===== config.mk =====
export PLATFORM = sky130hd
export DESIGN_NAME = cep_dct_ctrl
export DESIGN_NICKNAME = d
export VERILOG_FILES = /design/src/rtl/cep_dct_ctrl.sv
export SDC_FILE = /design/constraint.sdc
export NUM_CORES = 1
export LEC_CHECK = 0
export CAP_MARGIN = 10
export CORE_UTILIZATION = 54
export DETAILED_ROUTE_END_ITERATION = 16
export PLACE_DENSITY = 0.93
export SLEW_MARGIN = 20
export SYNTH_ARGS = -nofsm -noshare
export SYNTH_HDL_FRONTEND = slang
export SYNTH_SLANG_ARGS = --single-unit
export TNS_END_PERCENT = 30

===== constraint.sdc =====
create_clock -name clk -period 2.55 [get_ports clk]
set_input_delay 0.765 -clock clk [delete_from_list [all_inputs] [get_ports clk]]
set_output_delay 0.765 -clock clk [all_outputs]
set_load 0.01 [all_outputs]

===== src/rtl/cep_dct_ctrl.sv =====
// cep_dct_ctrl: nested-loop sequencer for the cepstral DCT stage.
// Outer loop walks cepstral coefficients; inner loop issues MAC enables and addresses per mel bin.
module cep_dct_ctrl #(
    parameter int IDX_WIDTH  = 6,
    parameter int ADDR_WIDTH = 12,
    parameter int MAC_LAT    = 2
) (
    input  logic                  clk,
    input  logic                  rst_n,
    input  logic                  start_i,
    input  logic [IDX_WIDTH-1:0]  num_cep_i,
    input  logic [IDX_WIDTH-1:0]  num_mel_i,
    input  logic                  out_ready_i,
    output logic                  busy_o,
    output logic                  acc_clr_o,
    output logic                  mac_en_o,
    output logic [IDX_WIDTH-1:0]  mel_addr_o,
    output logic [ADDR_WIDTH-1:0] coef_addr_o,
    output logic [IDX_WIDTH-1:0]  cep_idx_o,
    output logic                  cep_valid_o,
    output logic                  done_o
);
    localparam int DW = (MAC_LAT > 1) ? $clog2(MAC_LAT) : 1;

    typedef enum logic [2:0] {IDLE, CLR, MAC, DRAIN, OUT, DONE} state_e;

    state_e                state_q, state_d;
    logic [IDX_WIDTH-1:0]  num_cep_q, num_cep_d;
    logic [IDX_WIDTH-1:0]  num_mel_q, num_mel_d;
    logic [IDX_WIDTH-1:0]  mel_addr_q, mel_addr_d;
    logic [ADDR_WIDTH-1:0] coef_addr_q, coef_addr_d;
    logic [IDX_WIDTH-1:0]  cep_idx_q, cep_idx_d;
    logic [DW-1:0]         drn_q, drn_d;
    logic                  ack_q, ack_d;

    always_ff @(posedge clk or negedge rst_n) begin
        if (!rst_n) begin
            state_q     <= IDLE;
            num_cep_q   <= '0;
            num_mel_q   <= '0;
            mel_addr_q  <= '0;
            coef_addr_q <= '0;
            cep_idx_q   <= '0;
            drn_q       <= '0;
            ack_q       <= 1'b0;
        end else begin
            state_q     <= state_d;
            num_cep_q   <= num_cep_d;
            num_mel_q   <= num_mel_d;
            mel_addr_q  <= mel_addr_d;
            coef_addr_q <= coef_addr_d;
            cep_idx_q   <= cep_idx_d;
            drn_q       <= drn_d;
            ack_q       <= ack_d;
        end
    end

    always_comb begin
        state_d     = state_q;
        num_cep_d   = num_cep_q;
        num_mel_d   = num_mel_q;
        mel_addr_d  = mel_addr_q;
        coef_addr_d = coef_addr_q;
        cep_idx_d   = cep_idx_q;
        drn_d       = drn_q;
        ack_d       = ack_q;
        case (state_q)
            IDLE: if (start_i) begin
                num_cep_d   = num_cep_i;
                num_mel_d   = num_mel_i;
                cep_idx_d   = '0;
                coef_addr_d = '0;
                mel_addr_d  = '0;
                state_d     = CLR;
            end
            CLR: state_d = MAC;
            MAC: begin
                coef_addr_d = coef_addr_q + 1'b1;
                if (mel_addr_q == num_mel_q) begin
                    drn_d   = '0;
                    state_d = DRAIN;
                end else begin
                    mel_addr_d = mel_addr_q + 1'b1;
                end
            end
            DRAIN: begin
                drn_d = drn_q + 1'b1;
                if (drn_q == DW'(MAC_LAT - 1)) state_d = OUT;
            end
            // Handshake is registered into ack_q; the following cycle is the turnaround.
            OUT: if (ack_q) begin
                ack_d = 1'b0;
                if (cep_idx_q == num_cep_q) begin
                    state_d = DONE;
                end else begin
                    cep_idx_d  = cep_idx_q + 1'b1;
                    mel_addr_d = '0;
                    state_d    = CLR;
                end
            end else if (out_ready_i) begin
                ack_d = 1'b1;
            end
            DONE: state_d = IDLE;
            default: state_d = IDLE;
        endcase
    end

    assign busy_o      = state_q != IDLE;
    assign acc_clr_o   = state_q == CLR;
    assign mac_en_o    = state_q == MAC;
    assign cep_valid_o = (state_q == OUT) && !ack_q;
    assign done_o      = state_q == DONE;
    assign mel_addr_o  = mel_addr_q;
    assign coef_addr_o = coef_addr_q;
    assign cep_idx_o   = cep_idx_q;
endmodule


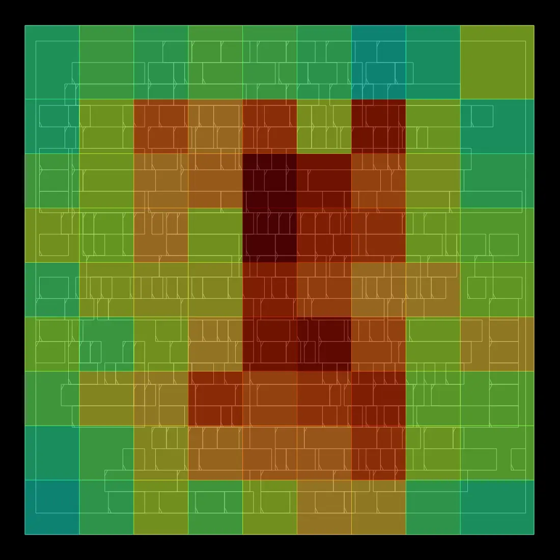
(images/congestion_map.png)
Core Util, Final: 73.7%
GR met2 Demand/Resource: 43.9%

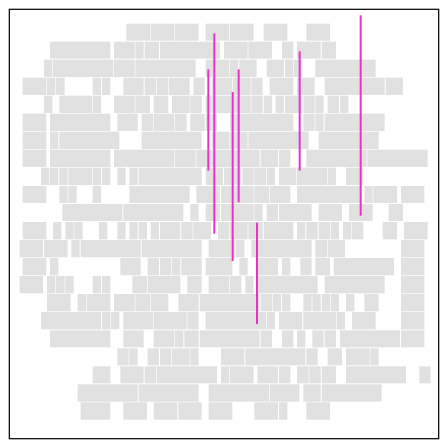
(images/m4.png)
Cells faint in the background.
nets with wire on the layer	7
main direction	vertical
wire length on this layer	152 µm
longest straight run	29.9 µm

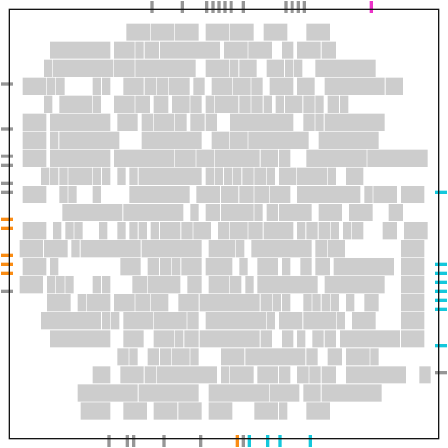
(images/pinout.png)
Pins as bars across the die edge, other pins in grey.
colour	port	pins	direction	edge
magenta	clk	1	input	north
orange	num_mel_i	6	input	5 west, 1 south
cyan	coef_addr_o	12	output	8 east, 4 south
all pins by edge	13 north, 12 west, 11 south, 9 east

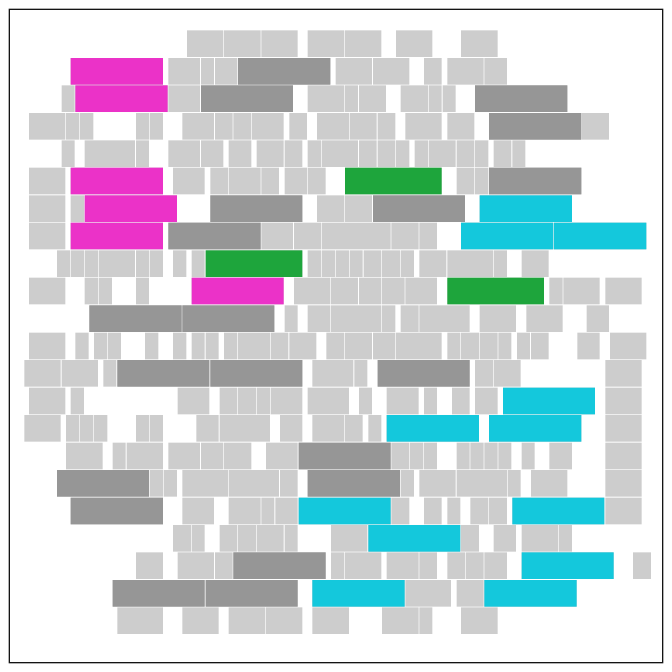
(images/ff_map.png)
Other sequential cells in the stronger grey, the rest of the logic in the fainter grey.
colour	name in the netlist	placed flops
magenta	num_cep_q	6
cyan	coef_addr_o	12
green	state_q	3
not coloured	20
FF/Latch Area: 0.00103 mm²
total sequential power: 0.00111 W
Seq area share: 37.6%

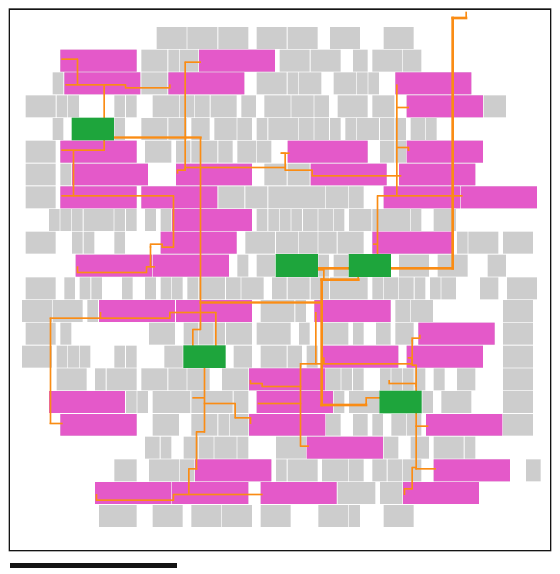
(images/clock_wires.png)
Scale bar: 20 µm.
[green] clock-net drivers | count: 5
[magenta] flip-flops | count: 41
[orange] clock wires | length: 463 µm
flops lie	spread over the die
routed clock nets	6
Max Clock Skew: 0.00672 ns
P_clk: 0.000422 W
Clock Latency Late Sink: 0.29 ns
share of total power in the clock network: 14.9%

==> impl_metrics.py <==
# Flow results
metrics = {
    "pwr": {
        "power.density_mw_per_mm2": 1030,
    },
    "die": {
        "fp.dieH_um": 64.5,
        "ioPinCount": 45,
        "die_w_um": 64.5,
        "core_util_floorplan_pct": 56.8,
        "chipArea_mm2": 0.00417,
    },
    "sta": {
        "drv_slew": 0,
        "maxSlewHeadroom_pct": 62.3,
        "period_needed_ns": 2.51,
        "fin_crit_sh_pct": 98.5,
        "finalHoldViolCount": 0,
        "setup_viol": 0,
    },
    "placed_design": {
        "port-buffer-count": 44,
        "gp_congestion": 0.932,
    },
    "worst_setup_path": {
        "required_ns": 1.79,
        "crit_chain": "buf_4 -> nor2_4 -> nand2_1 -> nor2_1 -> clkdlybuf4s50_1",
        "ff2ff_setup_slack_ns": 0.58,
        "cp-start-kind": "flip-flop",
        "cp-startpoint": "state_q[0]",
        "cp.depth": 5,
        "r2r_cells": 6,
        "crit_end": "cep_valid_o",
        "path_max_fanout": 6,
    },
    "run_status": {
        "outcome": "finished, final reports clean",
    },
    "cells_and_area": {
        "areaGrowthSynthToFinish_pct": 29.7,
        "fin_nets": 306,
        "diodes": 0,
        "drive_gt1_share_pct": 10.5,
        "fillers": 277,
    },
    "route": {
        "antenna_left": 0,
        "dr.pass1.iters": 4,
        "wl_per_cell_um": 14.8,
        "wirelength_um": 4940,
    },
    "global_routing": {
        "antenna_found_initial": 0,
        "grt_max_degree": 17,
        "grt_overflow": 0,
        "grt_usage_pct": 26.8,
        "first_global_vias": 1878,
    },
    "yosys": {
        "ys_seq_share_pct": 48.6,
        "ys_cells": 233,
        "avgSynthCellArea_um2": 9.06,
        "ys_area_mm2": 0.00211,
    },
    "clocking": {
        "clock_path_buffers": 2,
        "htree_num_levels": 2,
    },
}
[power breakdown]
part	total, W	switching (W)	internal, W
clock network	0.000422	0.000207	0.000215
registers	0.00111	0.000247	0.000861
logic	0.00129	0.000685	0.000606
[how the worst min path moves through the flow]
| stage | from | slack, ns | endpoint |
|---|---|---|---|
| 4_1_cts | rst_n | 0.37 | coef_addr_o[1] |
| 3_5_place_dp | coef_addr_o[11] | 0.48 | coef_addr_o[11] |
| 2_1_floorplan | rst_n | 0.47 | ack_q |
| 3_3_place_gp | coef_addr_o[11] | 0.46 | coef_addr_o[11] |
| 5_1_grt | rst_n | 0.37 | coef_addr_o[1] |
| 6_report | rst_n | 0.37 | coef_addr_o[1] |
[placed cells by master, fill, tap and decap left out, types with 2 or more instances in the layout]
cell type and count:
o31ai_1 2, a21oi_1 9, nor3_1 4, xor2_1 12, a31oi_1 3, a21o_1 2
or3_1 3, dfrtp_2 3, inv_1 4, and3_1 5, clkbuf_8 6, nor4_1 2
nand3_1 11, o21ai_0 18, ha_1 3, nand2b_1 2, nor2_1 9, clkdlybuf4s50_1 42
and2_1 2, dfrtp_1 38, a41oi_1 2, o21a_1 2, buf_4 11, nand2_1 64
mux2i_1 5
[flip-flops by register name, summed over array words and instances (netlist names)]
signal / count
num_cep_q: 6
ack_q: 1
state_q: 3
coef_addr_o: 12
num_mel_q: 6
cep_idx_o: 6
mel_addr_o: 6
drn_q: 1
[per-stage QoR]
step / setup TNS (ns) / setup slack (ns) / instance area, µm² / utilization, % / hold slack, ns
after floorplan: 0 / 0.638 / 2110 / - / 0.465
after global placement: 0 / 0.119 / 2630 / 70.7 / 0.463
after detailed placement: 0 / 0.0819 / 2630 / 70.7 / 0.478
after CTS: 0 / 0.00304 / 2730 / 73.5 / 0.371
after global routing: -0.0619 / -0.0619 / 2740 / 73.7 / 0.372
final: 0 / 0.0374 / 2740 / 73.7 / 0.367
[repair_timing]
action	in CTS	in global routing
resized	3	3
setup endpoints to repair	1	3
pin swaps	0	0
buffers inserted	2	0
[cell families after synthesis]
family / Yosys count / share of synthesized area, %
flip-flops: 41 / 48.6
AND-OR/OR-AND: 45 / 13.7
multiplexers: 5 / 2.37
XOR/XNOR: 13 / 5.39
adder cells (fa/ha/maj): 3 / 1.78
AND/OR/NAND/NOR: 113 / 25.0
buffers and inverters: 13 / 3.14
[final cells by class]
| cell class | instances | share of cell area, % |
|---|---|---|
| multi-input combinational | 179 | 37.4 |
| sequential | 41 | 37.6 |
| tap | 48 | 2.19 |
| inverter | 5 | 0.685 |
| timing repair buffer | 55 | 19.0 |
| clock buffer | 7 | 3.15 |
[layer usage]
metal | share of wire, % | vias up | wire length, µm | global-route usage (%)
met1 | 41 | 882 | 2020 | 31.5
met4 | 3.1 | 0 | 152 | 16.1
met5 | 0 | - | 0 | 0
li1 | - | 902 | - | -
met3 | 5.7 | 17 | 283 | 6.87
met2 | 50 | 97 | 2490 | 43.9
No activity file was given, so power comes from the tool's default toggle rates.
